## src/rtl/taillight_sequencer.sv

```systemverilog
// taillight_sequencer: arbitrates turn/hazard/brake requests and sweeps the 3-lamp tail-light banks.
module taillight_sequencer #(
    parameter int HOLD_TICKS = 1,
    parameter int TCW        = 8
) (
    input  logic       clock,
    input  logic       reset_n,
    input  logic       tick,
    input  logic       left_req,
    input  logic       right_req,
    input  logic       hazard_req,
    input  logic       brake_req,
    output logic [2:0] left_leds,
    output logic [2:0] right_leds,
    output logic [2:0] mode
);
    typedef enum logic [2:0] {IDLE, LEFT, RIGHT, HAZARD, BRAKE_ALL} mode_t;
    localparam logic [TCW-1:0] LAST = TCW'(HOLD_TICKS - 1);
    // request vectors are packed {brake, hazard, right, left}
    logic [3:0]     s1, s2;
    mode_t          mode_q, mode_d;
    logic [1:0]     step_q, step_d;
    logic [TCW-1:0] cnt_q, cnt_d;
    logic [2:0]     pat, l_d, r_d;
    always_comb begin
        mode_d = (s2[3] && (s2[2] || (s2[0] == s2[1]))) ? BRAKE_ALL :
                 (s2[2] || (s2[0] && s2[1]))            ? HAZARD    :
                 s2[0]                                  ? LEFT      :
                 s2[1]                                  ? RIGHT     : IDLE;
        step_d = step_q;
        cnt_d  = cnt_q;
        if (mode_d != mode_q || mode_q == IDLE || mode_q == BRAKE_ALL) begin
            step_d = '0;
            cnt_d  = '0;
        end else if (tick) begin
            cnt_d  = (cnt_q == LAST) ? '0 : cnt_q + 1'b1;
            step_d = (cnt_q == LAST) ? step_q + 2'd1 : step_q;
        end
        pat = {step_q == 2'd3, step_q[1], step_q != 2'd0};
        // brake during a turn lights the opposite (non-turning) side solid
        l_d = (mode_q == LEFT || mode_q == HAZARD) ? pat :
              (mode_q == BRAKE_ALL || (mode_q == RIGHT && s2[3])) ? 3'b111 : 3'b000;
        r_d = (mode_q == RIGHT || mode_q == HAZARD) ? pat :
              (mode_q == BRAKE_ALL || (mode_q == LEFT && s2[3])) ? 3'b111 : 3'b000;
    end
    always_ff @(posedge clock or negedge reset_n) begin
        if (!reset_n) begin
            s1         <= '0;
            s2         <= '0;
            mode_q     <= IDLE;
            step_q     <= '0;
            cnt_q      <= '0;
            left_leds  <= '0;
            right_leds <= '0;
        end else begin
            s1         <= {brake_req, hazard_req, right_req, left_req};
            s2         <= s1;
            mode_q     <= mode_d;
            step_q     <= step_d;
            cnt_q      <= cnt_d;
            left_leds  <= l_d;
            right_leds <= r_d;
        end
    end
    assign mode = mode_q;
endmodule

```

## config.mk

```make
export PLATFORM = sky130hd
export DESIGN_NAME = taillight_sequencer
export DESIGN_NICKNAME = d
export VERILOG_FILES = /design/src/rtl/taillight_sequencer.sv
export SDC_FILE = /design/constraint.sdc
export NUM_CORES = 1
export LEC_CHECK = 0
export CAP_MARGIN = 20
export CELL_PAD_IN_SITES_DETAIL_PLACEMENT = 1
export CELL_PAD_IN_SITES_GLOBAL_PLACEMENT = 1
export CORE_ASPECT_RATIO = 0.6
export CORE_UTILIZATION = 45
export DETAILED_ROUTE_END_ITERATION = 10
export PLACE_DENSITY_LB_ADDON = 0.1
export SYNTH_ARGS = -nofsm -noshare
export SYNTH_HDL_FRONTEND = slang
export SYNTH_SLANG_ARGS = --single-unit
```

## constraint.sdc

```tcl
create_clock -name clock -period 4.15 [get_ports clock]
set_input_delay 0.83 -clock clock [delete_from_list [all_inputs] [get_ports clock]]
set_output_delay 0.83 -clock clock [all_outputs]
set_load 0.1 [all_outputs]
```

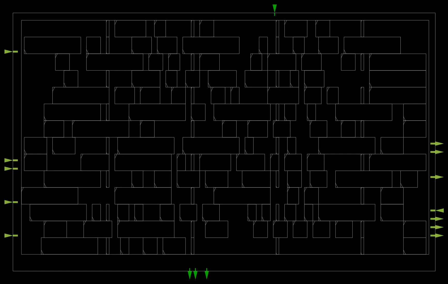
*Placement view*
sequential share of cell area: 0.4720
filler instances: 274
share of the core filled with cells: 0.5675

==> impl_metrics.py <==
# Synthesis and PnR figures
metrics = {
    "layout": {
        "flip_flop_count_of_the_largest_register_after_layout": 8,
        "diodes": 0,
        "finalNetCount": 136,
        "final-instance-count-excl-fill": 154,
        "layout-drive-gt1-share": 0.1311,
        "largest-register": "cnt_q",
        "area.growth.synth_to_final_pct": 19.29,
    },
    "worst_hold_path": {
        "min-delay-path-class": "reg -> reg",
        "startpoint_of_the_worst_hold_path": "s1[3]",
    },
    "synth": {
        "netlist.top_cell.by_area": "sky130_fd_sc_hd__dfrtp_1",
        "ys_top_cells_by_area": "sky130_fd_sc_hd__dfrtp_1 (56%), sky130_fd_sc_hd__ha_1 (6.3%), sky130_fd_sc_hd__nor2_2 (4.2%)",
        "post_synth_most_frequent_cells": "sky130_fd_sc_hd__dfrtp_1 (27), sky130_fd_sc_hd__nor2_2 (8), sky130_fd_sc_hd__inv_1 (7)",
        "syn-instance-count": 104,
        "multiplexer_share_of_the_synthesized_area": 0.008342,
        "synth_seq_share": 0.5631,
        "mappedNetlistArea_um2": 1200,
        "synth-seq-cells": 27,
        "post-synth-top-area-fraction": 0.5631,
        "ys_cells": 104,
        "yosys_most_used_dff": "sky130_fd_sc_hd__dfrtp_1",
        "post_synth_fa_ha_maj_area_fraction": 0.06257,
        "yosysMostFrequentCell": "sky130_fd_sc_hd__dfrtp_1",
        "synth-async-reset-ratio": 1.000,
        "post_synth_ao_oa_area_fraction": 0.09906,
    },
    "global_route": {
        "globalRouteTotalUtil": 0.2019,
        "globalRouteOverflowTotal": 0,
        "use_met3": 0.06522,
        "number_of_global_route_vias_before_repair": 855,
        "grt_first_pass_wirelength_um": 4002,
        "grt_util_met1": 0.2814,
        "global_route_met2_utilization": 0.2922,
        "grt_antenna_before_repair": 0,
    },
    "clocking": {
        "tritoncts.num_buffers": 3,
        "cts_root_buf": "sky130_fd_sc_hd__clkbuf_8",
        "cts-root-to-sink-buffers": 2,
        "clock_tree.htree_level_count": 1,
        "post_cts_resized": 0,
        "clkLatencyLatePin_ns": 0.28,
        "clk_transition_reported_paths_ns": 0.09,
        "cts-hold-fix-buffers": 0,
    },
    "placement": {
        "dpl_ws_ns": 1.674,
        "detailed_place.area_um2": 1383,
        "dp_cells": 150,
        "dpl.hpwl_um": 1739,
        "place.gp.congestion": 0.7552,
    },
    "setup_path": {
        "critical_path_cell_by_cell": "clkdlybuf4s50_1",
        "critical-path-top-delay-family": "buffers and inverters",
        "crit_buf_inv": 1,
        "crit_arrival_ns": 1.96,
        "timing.critical_path.from": "mode[0]",
        "critical_path.max_stage_delay_ns": 1.18,
        "critPathLaunchType": "flop",
        "worst_ep_required_time_ns": 3.32,
    },
    "drt": {
        "detailedRoute.firstPassIterationCount": 4,
        "routed_metal_1_wire_length_um": 1171,
        "routed-wl-met3_um": 100,
        "route.antenna.remaining_nets": 0,
        "wl_per_cell_um": 15.11,
        "detailedRoute.firstIterationViolations": 27,
        "topRoutingLayerUsed": "met4",
        "routed_wl_um": 2327,
    },
    "pwr": {
        "power.clock.fraction": 0.276,
        "switching_power_uw": 179.4,
        "pwr_density_cell_nw_per_um2": 386.4,
        "power.sequential.total_uw": 285,
        "design_power_total_uw": 553.1,
        "fraction_of_power_spent_switching_nets": 0.3244,
        "total_leakage_power_nw": 0.6504,
    },
    "floorplan": {
        "core-area_um2": 2522,
        "floorplan.die.height_um": 42,
        "die_width_um": 68.67,
    },
    "status": {
        "run_status": "finished, final reports clean",
    },
    "sta": {
        "worst_pin_slew_ns": 0.9713,
        "finClkSkew_ns": 0.004219,
        "fmax_achieved_mhz": 358.8,
        "endpoints_failing_setup": 0,
        "setup_repair_after_global_routing_missed_its_margin": "false",
        "finalSetupTns_ns": 0,
    },
    "job": {
        "warning_count": 29,
    },
}
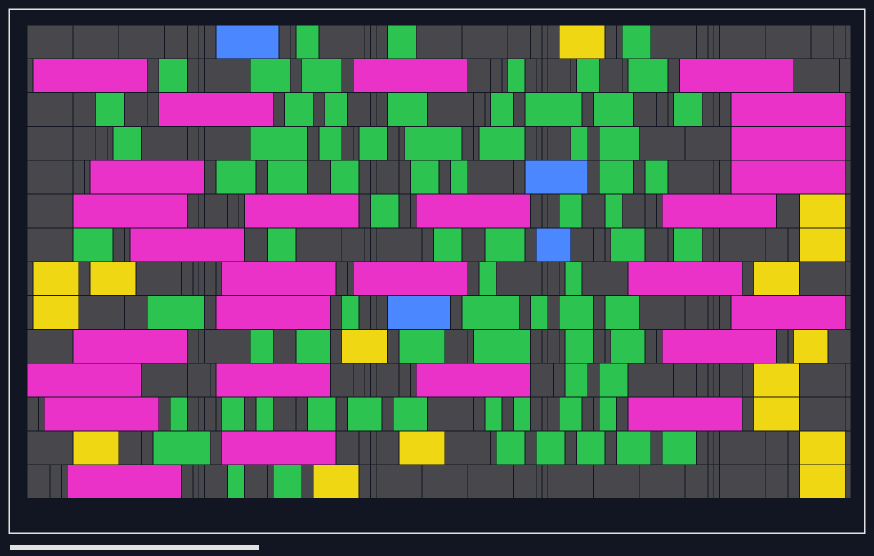
*Cell classes on the final placement*
The bar under the picture is 20 um long. Fill, decap, tap and diode cells in grey.
class	colour	cells	share of their area
clock drivers and dummy loads	blue	4	3.5%
sequential cells	magenta	27	49%
remaining buffers and delay cells	yellow	16	11%
combinational and other logic	green	75	37%

path summary, 6_finish.rpt:
check                       endpoint  slack [ns]  cells after the start
setup / recovery             mode[0]        1.36                      1
hold / removal                 s2[3]        0.36                      0
setup reg to reg            cnt_q[2]        2.22                      5
hold reg to reg                s2[3]        0.36                      0
max in group asynchronous  step_q[1]        3.00                      2
min in group asynchronous  step_q[0]        0.91                      2
layout make-up:
cell class / instances / area (um^2)
inverter: 7 / 26.28
fill: 274 / 1091
timing repair buffer: 16 / 157.7
sequential: 27 / 675.6
tap: 32 / 40.04
multi-input combinational: 68 / 483.0
clock buffer: 3 / 41.29
clock inverter: 1 / 7.507
Power and IR drop assume default switching activity.
